Fig. 1: run 1, metal layers overlaid
Scale bar: 50 um.
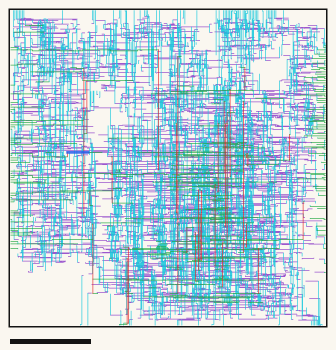
Fig. 2: run 1, routing congestion map
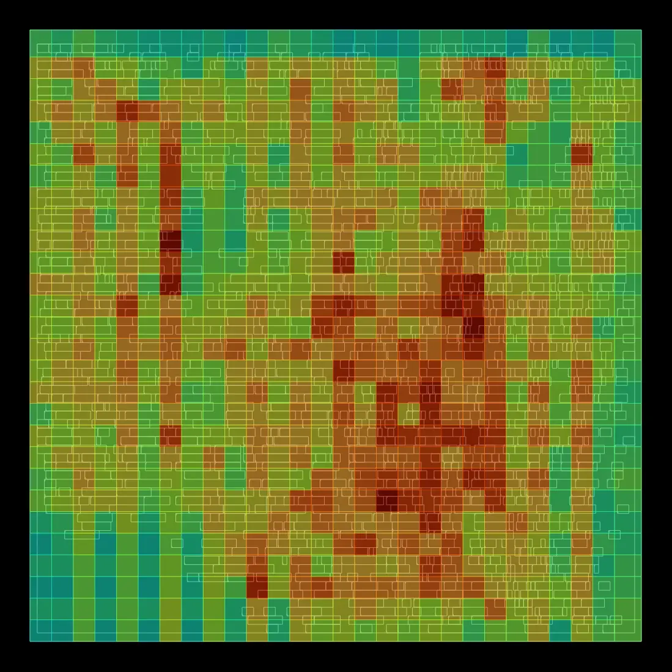
Fig. 3: run 1, selected gate families
Scale bar: 50 um.
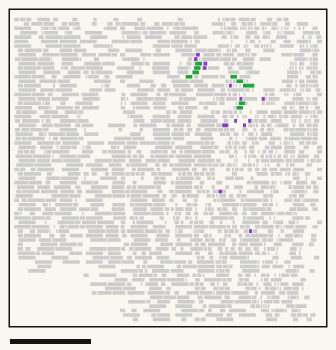
[config.mk]
export PLATFORM = sky130hd
export DESIGN_NAME = l2_write_buffer_flat
export DESIGN_NICKNAME = d
export VERILOG_FILES = /design/src/rtl/l2_write_buffer_if.sv /design/src/rtl/l2_write_buffer.sv /design/src/flat_wrapper.sv
export SDC_FILE = /design/constraint.sdc
export NUM_CORES = 1
export LEC_CHECK = 0
export CORE_MARGIN = 2
export CORE_UTILIZATION = 50
export DETAILED_ROUTE_END_ITERATION = 8
export PLACE_DENSITY = 0.72
export SLEW_MARGIN = 15
export SYNTH_ARGS = -nofsm -noshare
export SYNTH_HDL_FRONTEND = slang
export SYNTH_SLANG_ARGS = --single-unit
[constraint.sdc]
create_clock -name clk -period 3.9 [get_ports clk]
set_input_delay 0.78 -clock clk [delete_from_list [all_inputs] [get_ports clk]]
set_output_delay 0.78 -clock clk [all_outputs]
set_load 0.005 [all_outputs]
[src/rtl/l2_write_buffer_if.sv]
// L1-side request/response and L2-side transaction signals of the posted write buffer.
// The slave modport is the buffer's view; the master modport is the view of the surrounding L1/L2 environment.
interface l2_write_buffer_if #(
  parameter int DEPTH = 4,
  parameter int AW    = 32,
  parameter int DW    = 32
);
  localparam int CW = $clog2(DEPTH) + 1;

  logic          up_en;
  logic          up_wr_en;
  logic [AW-1:0] up_addr;
  logic [DW-1:0] up_wr_data;
  logic [DW-1:0] up_rd_data;
  logic          up_rd_valid;
  logic          up_stall;
  logic          l2_req;
  logic          l2_we;
  logic [AW-1:0] l2_addr;
  logic [DW-1:0] l2_wdata;
  logic [DW-1:0] l2_rdata;
  logic          l2_ack;
  logic [CW-1:0] wb_count;

  modport master (
    output up_en, up_wr_en, up_addr, up_wr_data, l2_rdata, l2_ack,
    input  up_rd_data, up_rd_valid, up_stall, l2_req, l2_we, l2_addr, l2_wdata, wb_count
  );

  modport slave (
    input  up_en, up_wr_en, up_addr, up_wr_data, l2_rdata, l2_ack,
    output up_rd_data, up_rd_valid, up_stall, l2_req, l2_we, l2_addr, l2_wdata, wb_count
  );
endinterface

[src/rtl/l2_write_buffer.sv]
// Posted write buffer between the L1 dcache and L2: queues stores, drains them in order, gives reads priority.
// Optional macro WB_RAW_FWD_EN: forward read-after-write hits from the youngest queued store instead of draining.
module l2_write_buffer #(
  parameter int DEPTH = 4,
  parameter int AW    = 32,
  parameter int DW    = 32
) (
  input logic             clk,
  input logic             rst,
  l2_write_buffer_if.slave bus
);
  localparam int PW = $clog2(DEPTH);
  localparam int CW = PW + 1;

  typedef enum logic [1:0] {IDLE, READ, RDONE, DRAIN} state_e;

  state_e        state_q, state_d;
  logic [AW-1:0] addr_q [DEPTH];
  logic [DW-1:0] data_q [DEPTH];
  logic [PW-1:0] wr_ptr_q, rd_ptr_q;
  logic [CW-1:0] count_q;
  logic          l2_req_q, l2_we_q, rd_valid_q;
  logic [AW-1:0] l2_addr_q;
  logic [DW-1:0] l2_wdata_q, rd_data_q;
  logic          full, rd_req, enq, deq, hazard, ld_rd, ld_dr, rd_stall;

  assign full   = (count_q == CW'(DEPTH));
  assign rd_req = bus.up_en & ~bus.up_wr_en;
  assign enq    = bus.up_en & bus.up_wr_en & ~full;

  always_comb begin : hazard_scan
    logic [PW-1:0] idx;
    hazard = 1'b0;
    idx    = '0;
    for (int k = 0; k < DEPTH; k++) begin
      idx = rd_ptr_q + PW'(k);
      if ((CW'(k) < count_q) && (addr_q[idx] == bus.up_addr)) hazard = 1'b1;
    end
  end

  // Reads win only at the IDLE decision; a presented drain always runs to its ack.
  always_comb begin
    state_d = state_q;
    deq     = 1'b0;
    ld_rd   = 1'b0;
    ld_dr   = 1'b0;
    case (state_q)
      IDLE: begin
        if (rd_req && !hazard) begin
          state_d = READ;
          ld_rd   = 1'b1;
        end else if (count_q != '0) begin
          state_d = DRAIN;
          ld_dr   = 1'b1;
        end
      end
      READ:  if (bus.l2_ack) state_d = RDONE;
      RDONE: state_d = IDLE;
      DRAIN: begin
        if (bus.l2_ack) begin
          state_d = IDLE;
          deq     = 1'b1;
        end
      end
      default: state_d = IDLE;
    endcase
  end

  always_ff @(posedge clk) begin
    if (enq) begin
      addr_q[wr_ptr_q] <= bus.up_addr;
      data_q[wr_ptr_q] <= bus.up_wr_data;
    end
  end

  always_ff @(posedge clk) begin
    if (rst) begin
      state_q  <= IDLE;
      wr_ptr_q <= '0;
      rd_ptr_q <= '0;
      count_q  <= '0;
    end else begin
      state_q  <= state_d;
      if (enq) wr_ptr_q <= wr_ptr_q + 1'b1;
      if (deq) rd_ptr_q <= rd_ptr_q + 1'b1;
      count_q  <= count_q + CW'(enq) - CW'(deq);
    end
  end

  always_ff @(posedge clk) begin
    if (rst) begin
      l2_req_q   <= 1'b0;
      l2_we_q    <= 1'b0;
      l2_addr_q  <= '0;
      l2_wdata_q <= '0;
      rd_data_q  <= '0;
      rd_valid_q <= 1'b0;
    end else begin
      rd_valid_q <= (state_q == READ) && bus.l2_ack;
      if ((state_q == READ) && bus.l2_ack) rd_data_q <= bus.l2_rdata;
      if (ld_rd) begin
        l2_req_q  <= 1'b1;
        l2_we_q   <= 1'b0;
        l2_addr_q <= bus.up_addr;
      end else if (ld_dr) begin
        l2_req_q   <= 1'b1;
        l2_we_q    <= 1'b1;
        l2_addr_q  <= addr_q[rd_ptr_q];
        l2_wdata_q <= data_q[rd_ptr_q];
      end else if (((state_q == READ) || (state_q == DRAIN)) && bus.l2_ack) begin
        l2_req_q <= 1'b0;
      end
    end
  end

`ifdef WB_RAW_FWD_EN
  logic [DW-1:0] fwd_data;

  // Scan oldest to youngest so the last match (youngest store) wins.
  always_comb begin : fwd_scan
    logic [PW-1:0] idx;
    fwd_data = '0;
    idx      = '0;
    for (int k = 0; k < DEPTH; k++) begin
      idx = rd_ptr_q + PW'(k);
      if ((CW'(k) < count_q) && (addr_q[idx] == bus.up_addr)) fwd_data = data_q[idx];
    end
  end

  assign rd_stall        = rd_req & ~hazard & (state_q != RDONE);
  assign bus.up_rd_valid = rd_valid_q | (rd_req & hazard);
  assign bus.up_rd_data  = (rd_req & hazard) ? fwd_data : rd_data_q;
`else
  assign rd_stall        = rd_req & (state_q != RDONE);
  assign bus.up_rd_valid = rd_valid_q;
  assign bus.up_rd_data  = rd_data_q;
`endif

  assign bus.up_stall = rd_stall | (bus.up_en & bus.up_wr_en & full);
  assign bus.l2_req   = l2_req_q;
  assign bus.l2_we    = l2_we_q;
  assign bus.l2_addr  = l2_addr_q;
  assign bus.l2_wdata = l2_wdata_q;
  assign bus.wb_count = count_q;
endmodule

[src/flat_wrapper.sv]
// flat-port wrapper written by rule: the top's interface ports become plain ports
module l2_write_buffer_flat 
#(
  parameter int DEPTH = 4,
  parameter int AW    = 32,
  parameter int DW    = 32
)
  (clk, rst, bus_up_en, bus_up_wr_en, bus_up_addr, bus_up_wr_data, bus_l2_rdata, bus_l2_ack, bus_up_rd_data, bus_up_rd_valid, bus_up_stall, bus_l2_req, bus_l2_we, bus_l2_addr, bus_l2_wdata, bus_wb_count);
  l2_write_buffer_if #(.DEPTH(DEPTH), .AW(AW), .DW(DW)) bus_i ();
  input logic clk;
  input logic rst;
  input wire logic [$bits(bus_i.up_en)-1:0] bus_up_en;
  input wire logic [$bits(bus_i.up_wr_en)-1:0] bus_up_wr_en;
  input wire logic [$bits(bus_i.up_addr)-1:0] bus_up_addr;
  input wire logic [$bits(bus_i.up_wr_data)-1:0] bus_up_wr_data;
  input wire logic [$bits(bus_i.l2_rdata)-1:0] bus_l2_rdata;
  input wire logic [$bits(bus_i.l2_ack)-1:0] bus_l2_ack;
  output wire logic [$bits(bus_i.up_rd_data)-1:0] bus_up_rd_data;
  output wire logic [$bits(bus_i.up_rd_valid)-1:0] bus_up_rd_valid;
  output wire logic [$bits(bus_i.up_stall)-1:0] bus_up_stall;
  output wire logic [$bits(bus_i.l2_req)-1:0] bus_l2_req;
  output wire logic [$bits(bus_i.l2_we)-1:0] bus_l2_we;
  output wire logic [$bits(bus_i.l2_addr)-1:0] bus_l2_addr;
  output wire logic [$bits(bus_i.l2_wdata)-1:0] bus_l2_wdata;
  output wire logic [$bits(bus_i.wb_count)-1:0] bus_wb_count;
  assign bus_i.up_en = bus_up_en;
  assign bus_i.up_wr_en = bus_up_wr_en;
  assign bus_i.up_addr = bus_up_addr;
  assign bus_i.up_wr_data = bus_up_wr_data;
  assign bus_i.l2_rdata = bus_l2_rdata;
  assign bus_i.l2_ack = bus_l2_ack;
  assign bus_up_rd_data = bus_i.up_rd_data;
  assign bus_up_rd_valid = bus_i.up_rd_valid;
  assign bus_up_stall = bus_i.up_stall;
  assign bus_l2_req = bus_i.l2_req;
  assign bus_l2_we = bus_i.l2_we;
  assign bus_l2_addr = bus_i.l2_addr;
  assign bus_l2_wdata = bus_i.l2_wdata;
  assign bus_wb_count = bus_i.wb_count;
  l2_write_buffer #(.DEPTH(DEPTH), .AW(AW), .DW(DW)) u_core (.clk(clk), .rst(rst), .bus(bus_i));
endmodule
==> out/results.ini, run 1 <==
[synthesis]
synth_adder_area_share_pct = 0.659
synth.area.mux_share_pct = 23.3
flop_cell = edfxtp_1
synth_flops = 366
syn_area_um2 = 18200
fp_nets = 1398
syn_area_per_cell_um2 = 14.1
ys_cells = 1288
synth_warnings = 0
top_logic_kind = multiplexers
synth-edff-count = 256
synth.distinct_cells = 59
topCellsByArea = edfxtp_1 (42%), mux4_2 (15%), dfxtp_1 (12%)
ys_sh_xor_pct = 6.30
syn_inst = 1288
simple_gate_area_share_pct = 5.64
synthArstFlopShare_pct = 0
top_cell_area_share_pct = 42.2
postSynthSeqShare_pct = 54.3
largest_area_cell = edfxtp_1
yosys_area_um2 = 18200
aoi_share_pct = 5.69

[grt]
antenna_found_initial = 1
overflow = 0
grt_pass1_vias = 11500
grt_max_degree = 65
grt_pass1_wl_um = 68200

[critical_path]
crit_path_start_kind = register
crit_fanout = 24
r2r-start = u_core.rd_ptr_q[0]
required_ns = 4.33
crit_arrival_ns = 4.10
startpoint = u_core.rd_ptr_q[0]
end_kind = register
path_class = register to register

[final_timing]
fin_skew_ns = 0.0201
fmax_mhz = 273
fin_crit_ns = 3.67
setup_ws_ns = 0.231
finalCritPeriodShare_pct = 94.1
slew_viol_final = 0
finalSetupTns_ns = 0
rsz0062_at_grt = false
setup_viol = 0
hold_violations = 0
worstMarginPinSlew_ns = 0.982
max-slew-margin-rel_pct = 34.3

[power]
intPower_w = 0.00783
ir_drop_mv = 0.490
powerDensity_nw_per_um2 = 474
p_comb_share_pct = 19.9
p_sw_w = 0.00274
clkPwrFrac_pct = 36.0
p_sw_share_pct = 25.9
p_leak_nw = 7.17
seqPwrFrac_pct = 44.1

[placement]
portBuffers = 203
place_ws_ns = 0.0861
gp_congestion = 0.912
dp_hpwl_um = 30600

[clock_network]
cts_resized = 0
clk_latency_ns = 0.56
cts_buffer_depth = 3
cts-root-buf = clkbuf_16
ctsHoldBuffers = 0
post_cts_buffers = 0
clock-sinks = 366
clk_transition_reported_paths_ns = 0.06
h-tree-depth = 2
cts_buffers = 41
cts_tree = built

[drt]
drc = 0
postRouteAntennaNets = 0
via_per_inst = 5.85
drtIter0Drc = 962
dr.pass1.iters = 5

[finish]
area_growth_pct = 22.3
nets = 1604
n_fill_cell = 2721
mostFrequentLayoutCells = edfxtp_1 (256), clkdlybuf4s50_1 (202), mux4_2 (119)
drive_gt1_share_pct = 20.9
lay_top_count = edfxtp_1
ff_latch_area_um2 = 9900
antenna_cells = 0
combGateArea_um2 = 7590

[floorplanning]
core_region_area_um2 = 35700
die_area_um2 = 38000
die_x_um = 195
io_pins = 204
rows = 69
fp_util_pct = 51.0
die_y_um = 195

[hold_path]
holdCritStartpoint = u_core.bus.up_rd_data[29]
hp-class = register to register

[run]
warnings = 30
maxCapViolCount = 0

[status]
status = completed

## Picture notes: Fig. 1
- metal 2: cyan (wire length 20.9 mm)
- metal 3: green (wire length 3700 um)
- metal 4: red (wire length 1290 um)
- metal 1: purple (wire length 19000 um)
- metal 5: blue (wire length 12.9 um)
Routed WL: 44900 um
GRT Total Usage: 23.6%
drt wl/cell: 22.6 um
vias: 11600

## Picture notes: Fig. 2
M1 GR Usage: 32.8%
busiest grt layer: met2
met2 Use GR: 36.5%
final core occ: 62.4%
met3 Use GR: 5.73%

## Picture notes: Fig. 3
- adder and majority cells: green (cells 9; most used ha_1)
- AND and OR gates: purple (cells 13; most used and2_2)

run 1: metal layers:
layer	global-route usage, %	share of wire (%)	routed length [um]	up-vias
met5	0	0.027	12	-
met4	8.40	2.9	1290	2
met3	5.73	8.2	3700	72
met2	36.5	46	20900	461
met1	32.8	42	19000	5830
li1	-	-	-	5267
run 1: cell usage after synthesis, drive strengths merged (3+ instances only):
master,instances
a2111oi,5
a211oi,28
a21oi,43
a221oi,10
and2,4
buf,59
clkbuf,49
dfxtp,110
edfxtp,256
ha,8
inv,43
mux2,28
mux2i,116
mux4,119
nand2,82
nand3,7
nand4,16
nor2,97
nor3,3
nor4,13
o211ai,3
o21ai,18
o21bai,8
o221ai,3
or3,3
xnor2,73
xor2,58
run 1: state kept, by name, indices dropped and copies added, names as in the netlist, named ones only:
| signal | count |
|---|---|
| u_core.bus.l2_wdata | 32 |
| u_core.bus.wb_count | 3 |
| u_core.wr_ptr_q | 2 |
| u_core.bus.l2_req | 1 |
| u_core.rd_ptr_q | 2 |
| u_core.bus.up_rd_data | 32 |
| u_core.state_q | 2 |
| u_core.addr_q | 128 |
| u_core.bus.up_rd_valid | 1 |
| u_core.data_q | 128 |
| u_core.bus.l2_we | 1 |
| u_core.bus.l2_addr | 32 |
run 1: power groups by stage:
stage | clock network [W] | registers, W | logic, W
3_5_place_dp | 0 | 0.00474 | 0.00211
3_3_place_gp | 0 | 0.00473 | 0.00209
6_report | 0.00381 | 0.00466 | 0.00210
2_1_floorplan | 0 | 0.00472 | 0.00120
5_1_grt | 0.00404 | 0.00470 | 0.00227
4_1_cts | 0.00389 | 0.00466 | 0.00212
run 1: critical path: stages, from the launching register on:
cell and delay [ns]:
dfxtp_4 0.53, buf_12 0.24, buf_4 0.19, mux4_2 0.52
xnor2_1 0.26, nand4_1 0.20, nor3_1 0.40, nand4_1 0.19
o41ai_2 0.14, o31a_2 0.30, buf_12 0.25, mux2i_1 0.24
nor2_1 0.06
run 1: worst paths after layout:
kind | to | slack, ns | depth (start not counted)
worst min register to register | u_core.bus.up_rd_data[29] | 0.45 | 2
worst min-delay path | u_core.bus.up_rd_data[29] | 0.45 | 2
worst max-delay path | u_core.bus.l2_wdata[3] | 0.23 | 12
worst max register to register | u_core.bus.l2_wdata[3] | 0.23 | 12
run 1: stage by stage:
| stage | total power (W) | util (%) | hold WS (ns) | std cells | instance area, um2 |
|---|---|---|---|---|---|
| 6_report | 0.0106 | 62.4 | 0.451 | 1987 | 22300 |
| 5_1_grt | 0.0110 | 62.4 | 0.470 | 1987 | 22300 |
| 4_1_cts | 0.0107 | 62.4 | 0.454 | 1987 | 22300 |
| 3_5_place_dp | 0.00685 | 58.6 | 0.445 | 1912 | 20900 |
| 3_3_place_gp | 0.00682 | 58.6 | 0.441 | 1912 | 20900 |
| 2_1_floorplan | 0.00592 | - | 0.444 | 1288 | 18200 |
run 1: cell type report:
| cell class | instances | share of cell area [%] |
|---|---|---|
| Clock buffer | 61 | 5.55 |
| Clock inverter | 14 | 0.494 |
| Inverter | 43 | 0.724 |
| Multi-Input combinational cell | 771 | 34.1 |
| Sequential cell | 366 | 44.4 |
| Tap cell | 461 | 2.59 |
| Timing Repair Buffer | 271 | 12.2 |
==> run 1 -> run 2 <==
Settings changed: CTS_CLUSTER_SIZE set to 24.
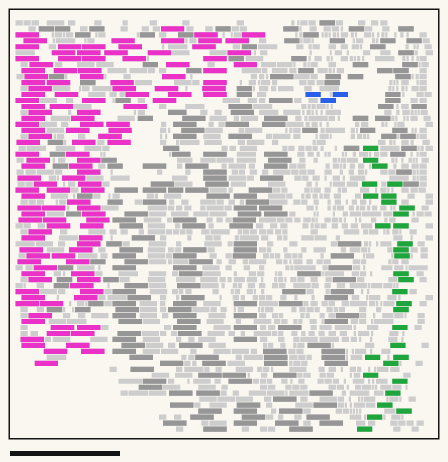
Fig. 4. Sequential cells coloured by netlist name (run 2).
Scale bar: 50 um. Other sequential cells in the stronger grey, the rest of the logic in the fainter grey.
- u_core.data_q: magenta (placed flops 128)
- u_core.bus.wb_count: blue (placed flops 3)
- u_core.bus.l2_addr: green (placed flops 32)

==> run 2 against run 1 <==
Worst hold slack unchanged. Combinational power about the same. Via count unchanged. Highest routed layer unchanged.
==> out/results.ini, run 2 <==
[critical_path]
path_class = register to register
required_ns = 4.33

[final_timing]
finalSetupTns_ns = 0
fin_crit_ns = 3.67
setup_ws_ns = 0.231
setup_viol = 0
fin_skew_ns = 0.0201
fmax_mhz = 273
finalCritPeriodShare_pct = 94.1
slew_viol_final = 0
max-slew-margin-rel_pct = 34.3
holdWs_ns = 0.451
worstMarginPinSlew_ns = 0.982

[clock_network]
post_cts_buffers = 0
h-tree-depth = 2
clock-sinks = 366
cts_buffer_depth = 3
clk_transition_reported_paths_ns = 0.06
cts_resized = 0
cts_tree = built
cts-root-buf = clkbuf_16
ctsHoldBuffers = 0
cts_buffers = 41

[finish]
design_area_um2 = 22300
drive_gt1_share_pct = 20.9
nets = 1604
antenna_cells = 0
mostFrequentLayoutCells = edfxtp_1 (256), clkdlybuf4s50_1 (202), mux4_2 (119)
lay_top_count = edfxtp_1
reg_top3 = u_core.addr_q (128), u_core.data_q (128)

[power]
ir_drop_mv = 0.490
p_total_w = 0.0106
p_leak_nw = 7.17
powerDensity_nw_per_um2 = 474

[floorplanning]
die_area_um2 = 38000
die_x_um = 195
io_pins = 204
fp_util_pct = 51.0
rows = 69
die_y_um = 195
core_region_area_um2 = 35700

[status]
status = completed

[synthesis]
yosys_area_um2 = 18200
top_cell_area_share_pct = 42.2
synthArstFlopShare_pct = 0
flop_cell = edfxtp_1
synth-edff-count = 256
synth_flops = 366
synth.distinct_cells = 59
ys_cells = 1288
fp_nets = 1398
common_cells = edfxtp_1 (256), mux4_2 (119), mux2i_1 (115)
postSynthSeqShare_pct = 54.3
syn_area_um2 = 18200
synth.most_common_cell = edfxtp_1
synth_warnings = 0
syn_inst = 1288

[placement]
dp_hpwl_um = 30600
place_ws_ns = 0.0861
placed_area_um2 = 20900
gp_congestion = 0.912

[drt]
dr.pass1.iters = 5
vias = 11600
via_per_inst = 5.85
wire_per_inst_um = 22.6
postRouteAntennaNets = 0
drt-total-wl_um = 44900

[grt]
grt_pass1_vias = 11500
antenna_found_initial = 1
overflow = 0
grt_max_degree = 65

[run]
maxCapViolCount = 0

[hold_path]
hp-class = register to register

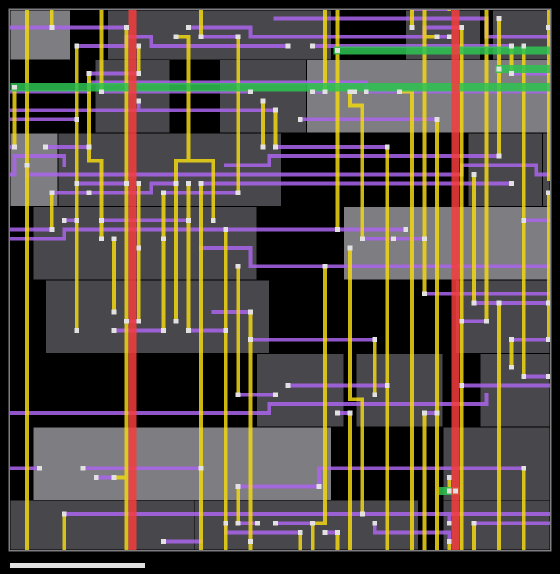
Fig. 5. A small window of the routed layout (run 2).
Scale bar: 5 um. Region (87, 126) to (107, 146) um. Cells in grey, sequential cells in the stronger grey; small squares are vias.
- metal 3: green
- metal 1: purple
- metal 4: red
- metal 2: yellow
- sequential cells in the window: 3
- cells with their middle in the window: 16
- netlist names of flops here include: u_core.addr_q (3)
- most frequent: mux4_2 (5)

[run 2: cell counts after synthesis]
Identical to the previous run, type by type.
[run 2: critical path, stage by stage, from the launching register on]
cell	delay, ns
dfxtp_4	0.53
buf_12	0.24
buf_4	0.19
mux4_2	0.52
xnor2_1	0.26
nand4_1	0.20
nor3_1	0.40
nand4_1	0.19
o41ai_2	0.14
o31a_2	0.30
buf_12	0.25
mux2i_1	0.24
nor2_1	0.06
[run 2: path summary, 6_finish.rpt]
path / from / to / slack, ns / depth (start not counted)
max: u_core.rd_ptr_q[0] / u_core.bus.l2_wdata[3] / 0.23 / 12
min reg2reg: u_core.bus.up_rd_data[29] / u_core.bus.up_rd_data[29] / 0.45 / 2
min: u_core.bus.up_rd_data[29] / u_core.bus.up_rd_data[29] / 0.45 / 2
max reg2reg: u_core.rd_ptr_q[0] / u_core.bus.l2_wdata[3] / 0.23 / 12
[run 2: layer usage]
layer / track usage (%) / wire [um] / vias to the layer above
met2: 36.5 / 20900 / 461
met4: 8.40 / 1290 / 2
met1: 32.8 / 19000 / 5830
met3: 5.73 / 3700 / 72
li1: - / - / 5267
met5: 0 / 12 / -
[run 2: cell families (layout without fill, tap and decap cells)]
kind of cell               Yosys count  count (layout)  synth area share (%)
AOI/OAI and AO/OA                  134             134                  5.69
xor gates and xnor gates           131             131                  6.30
adders and majority gates            9               9                 0.659
buffers and inverters              151             389                  4.15
DFF                                366             366                  54.3
muxes                              263             263                  23.3
and+or+nand+nor                    234             234                  5.64
[run 2: cell type report]
type	instances	area, um2	share of cell area (%)
Clock inverter	14	110	0.494
Timing Repair Buffer	271	2720	12.2
Sequential cell	366	9900	44.4
Multi-Input combinational cell	771	7590	34.1
Clock buffer	61	1240	5.55
Tap cell	461	577	2.59
Inverter	43	161	0.724
[run 2: stage by stage]
| stage | cells | util (%) |
|---|---|---|
| 2_1_floorplan | 1288 | - |
| 3_3_place_gp | 1912 | 58.6 |
| 3_5_place_dp | 1912 | 58.6 |
| 4_1_cts | 1987 | 62.4 |
| 5_1_grt | 1987 | 62.4 |
| 6_report | 1987 | 62.4 |
[run 2: power breakdown]
| group | total (W) | internal [W] | switching, W | leakage, nW |
|---|---|---|---|---|
| Clock | 0.00381 | 0.00227 | 0.00154 | 0.663 |
| Sequential | 0.00466 | 0.00448 | 0.000181 | 3.22 |
| Combinational | 0.00210 | 0.00108 | 0.00102 | 3.28 |
| Total | 0.0106 | 0.00783 | 0.00274 | 7.17 |
Fig. 6: run 2, metal layers overlaid
Scale bar: 50 um.
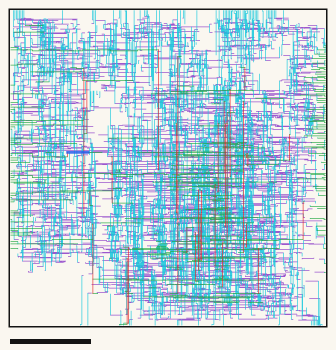

==> run 2 -> run 3 <==
Settings changed: CORE_ASPECT_RATIO set to 0.9.
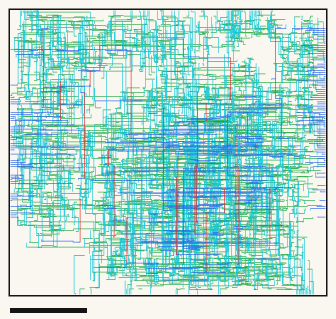
Fig. 7. Metal layers overlaid (run 3).
Scale bar: 50 um.
- metal 2: cyan (wire length 20.6 mm)
- metal 3: blue (wire length 4530 um)
- metal 1: green (wire length 19500 um)
- metal 4: red (wire length 1080 um)
vias: 11700
drt wl/cell: 22.5 um

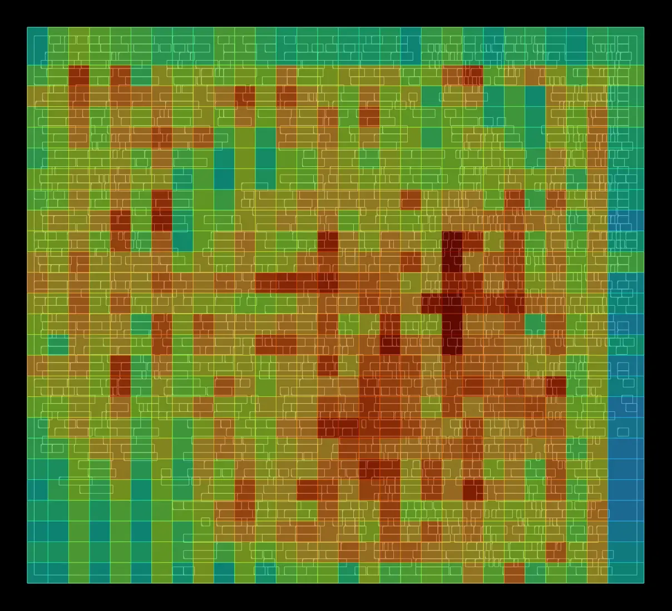
Fig. 8. Routing congestion map (run 3).
met2 Use GR: 37.2%
M1 GR Usage: 34.0%
final core occ: 62.6%
GRT Total Usage: 24.2%

==> run 3 against run 2 <==
Clock power fell by 4%. Sequential share of layout area fell by 0.48 points. Setup slack improved by 0.064 ns. Fmax rose by 1.8%. Die area barely moved. Clock skew fell by 0.0011 ns. Sequential power barely moved. Via count rose by 0.48%. Synthesized cell count did not move. Combinational power rose by 3%. Total power fell by 0.90%. Critical path depth rose by 1. Critical path type unchanged.
==> out/results.ini, run 3 <==
[synthesis]
flop_cell = edfxtp_1
synthArstFlopShare_pct = 0
common_cells = edfxtp_1 (256), mux4_2 (119), mux2i_1 (115)
synth_warnings = 0
yosys_area_um2 = 18200
syn_inst = 1288
largest_area_cell = edfxtp_1
topCellsByArea = edfxtp_1 (42%), mux4_2 (15%), dfxtp_1 (12%)
synth.distinct_cells = 59
ys_cells = 1288
syn_area_um2 = 18200

[critical_path]
end_kind = register
path_class = register to register
required_ns = 4.31
crit_arrival_ns = 4.01
ff2ff_setup_slack_ns = 0.29
reg2reg_to = u_core.bus.l2_wdata[16]
r2r-start = u_core.rd_ptr_q[0]
crit_path_start_kind = register

[floorplanning]
io_pins = 204
rows = 66
die_x_um = 205
fp_util_pct = 50.6
core_region_area_um2 = 36000
die_y_um = 185

[power]
p_leak_nw = 7.31
p_total_w = 0.0105
powerDensity_nw_per_um2 = 465

[grt]
grt_pass1_vias = 11500
overflow = 0
grt_pass1_wl_um = 68700

[drt]
drc = 0
postRouteAntennaNets = 0
drtIter0Drc = 927
dr.pass1.iters = 5
drt-total-wl_um = 45800
via_per_inst = 5.75

[clock_network]
cts_tree = built
clock-sinks = 366
cts_buffers = 40
cts_buffer_depth = 3
post_cts_buffers = 0
clk_transition_reported_paths_ns = 0.06
h-tree-depth = 2
cts-root-buf = clkbuf_16

[final_timing]
holdWs_ns = 0.453
slew_viol_final = 0
fin_skew_ns = 0.0190
setup_viol = 0
rsz0062_at_grt = false
max-slew-margin-rel_pct = 31.9
fmax_mhz = 277
finalCritPeriodShare_pct = 92.4
fin_crit_ns = 3.61

[finish]
antenna_cells = 0
mostFrequentLayoutCells = edfxtp_1 (256), clkdlybuf4s50_1 (202), mux4_2 (119)
n_fill_cell = 2764
fin_cells = 2032
lay_top_count = edfxtp_1

[hold_path]
hold_path_end = u_core.bus.up_rd_data[10]
hp-class = register to register
min_path_cells = 2

[run]
maxCapViolCount = 0
warnings = 30

[placement]
portBuffers = 203
placed_cells = 1958
gp_congestion = 0.928
dp_hpwl_um = 31500

[status]
status = completed

## run 3: area by class of cell
type / instances / area [um2] / area share, %
flip-flops and latches: 366 / 9900 / 43.9
clock buffers: 55 / 1100 / 4.87
repair buffers: 302 / 3010 / 13.3
multi-input cells: 771 / 7600 / 33.7
well taps: 476 / 596 / 2.64
inverters: 43 / 161 / 0.716
clock inverters: 19 / 176 / 0.783
## run 3: worst max path at each step
stage               cells past startpoint                       to  slack, ns
finish                                 13  u_core.bus.l2_wdata[16]       0.29
global route                           13   u_core.bus.l2_wdata[8]      0.007
CTS                                    11   u_core.bus.l2_addr[31]       0.27
detailed placement                     12   u_core.bus.l2_wdata[1]      -0.05
global placement                       11  u_core.bus.l2_wdata[18]      -0.04
floorplan                              11   u_core.bus.l2_wdata[0]       0.75
## run 3: worst max-delay path, stage by stage, from the launching register on
cell	delay, ns
dfxtp_4	0.45
buf_16	0.29
mux4_2	0.55
xnor2_1	0.26
nand2_1	0.11
a2111oi_2	0.36
nand4_1	0.20
nor4_2	0.27
buf_4	0.17
o31a_2	0.16
buf_12	0.17
buf_4	0.18
mux2i_1	0.19
nor2_1	0.06
## run 3: logic make-up (layout without fill, tap and decap cells)
group | after synthesis | after routing | share of synthesized area [%]
compound gates | 134 | 134 | 5.69
xor+xnor | 131 | 131 | 6.30
fa+ha+maj | 9 | 9 | 0.659
buf+inv | 151 | 419 | 4.15
flops | 366 | 366 | 54.3
mux | 263 | 263 | 23.3
simple gates | 234 | 234 | 5.64
## run 3: timing repair
| action | CTS | global route |
|---|---|---|
| endpoints found under the setup margin | 0 | 32 |
| resized | 0 | 3 |
| hold buffers | 0 | 0 |
| hold endpoints to repair | 0 | 0 |
## run 3: routing by layer
metal  vias to the layer above  share of wire [%]  wire length (um)  GRT usage, %
met1                      5771                 43             19500          34.0
met4                         0                2.4              1080          7.02
met5                         -                  0                 0             0
li1                       5327                  -                 -             -
met2                       523                 45             20600          37.2
met3                        67                9.9              4530          6.53
## run 3: where the power goes
group,internal [W],switching (W)
Sequential,0.00448,0.000184
Combinational,0.00114,0.00104
Clock,0.00212,0.00152
Total,0.00773,0.00274
## run 3: per-stage QoR
| stage | cell area (um2) | setup slack (ns) |
|---|---|---|
| 2_1_floorplan | 18200 | 0.749 |
| 3_3_place_gp | 21200 | -0.0447 |
| 3_5_place_dp | 21200 | -0.0451 |
| 4_1_cts | 22500 | 0.267 |
| 5_1_grt | 22500 | 0.00713 |
| 6_report | 22500 | 0.295 |
Power and IR drop assume default switching activity.
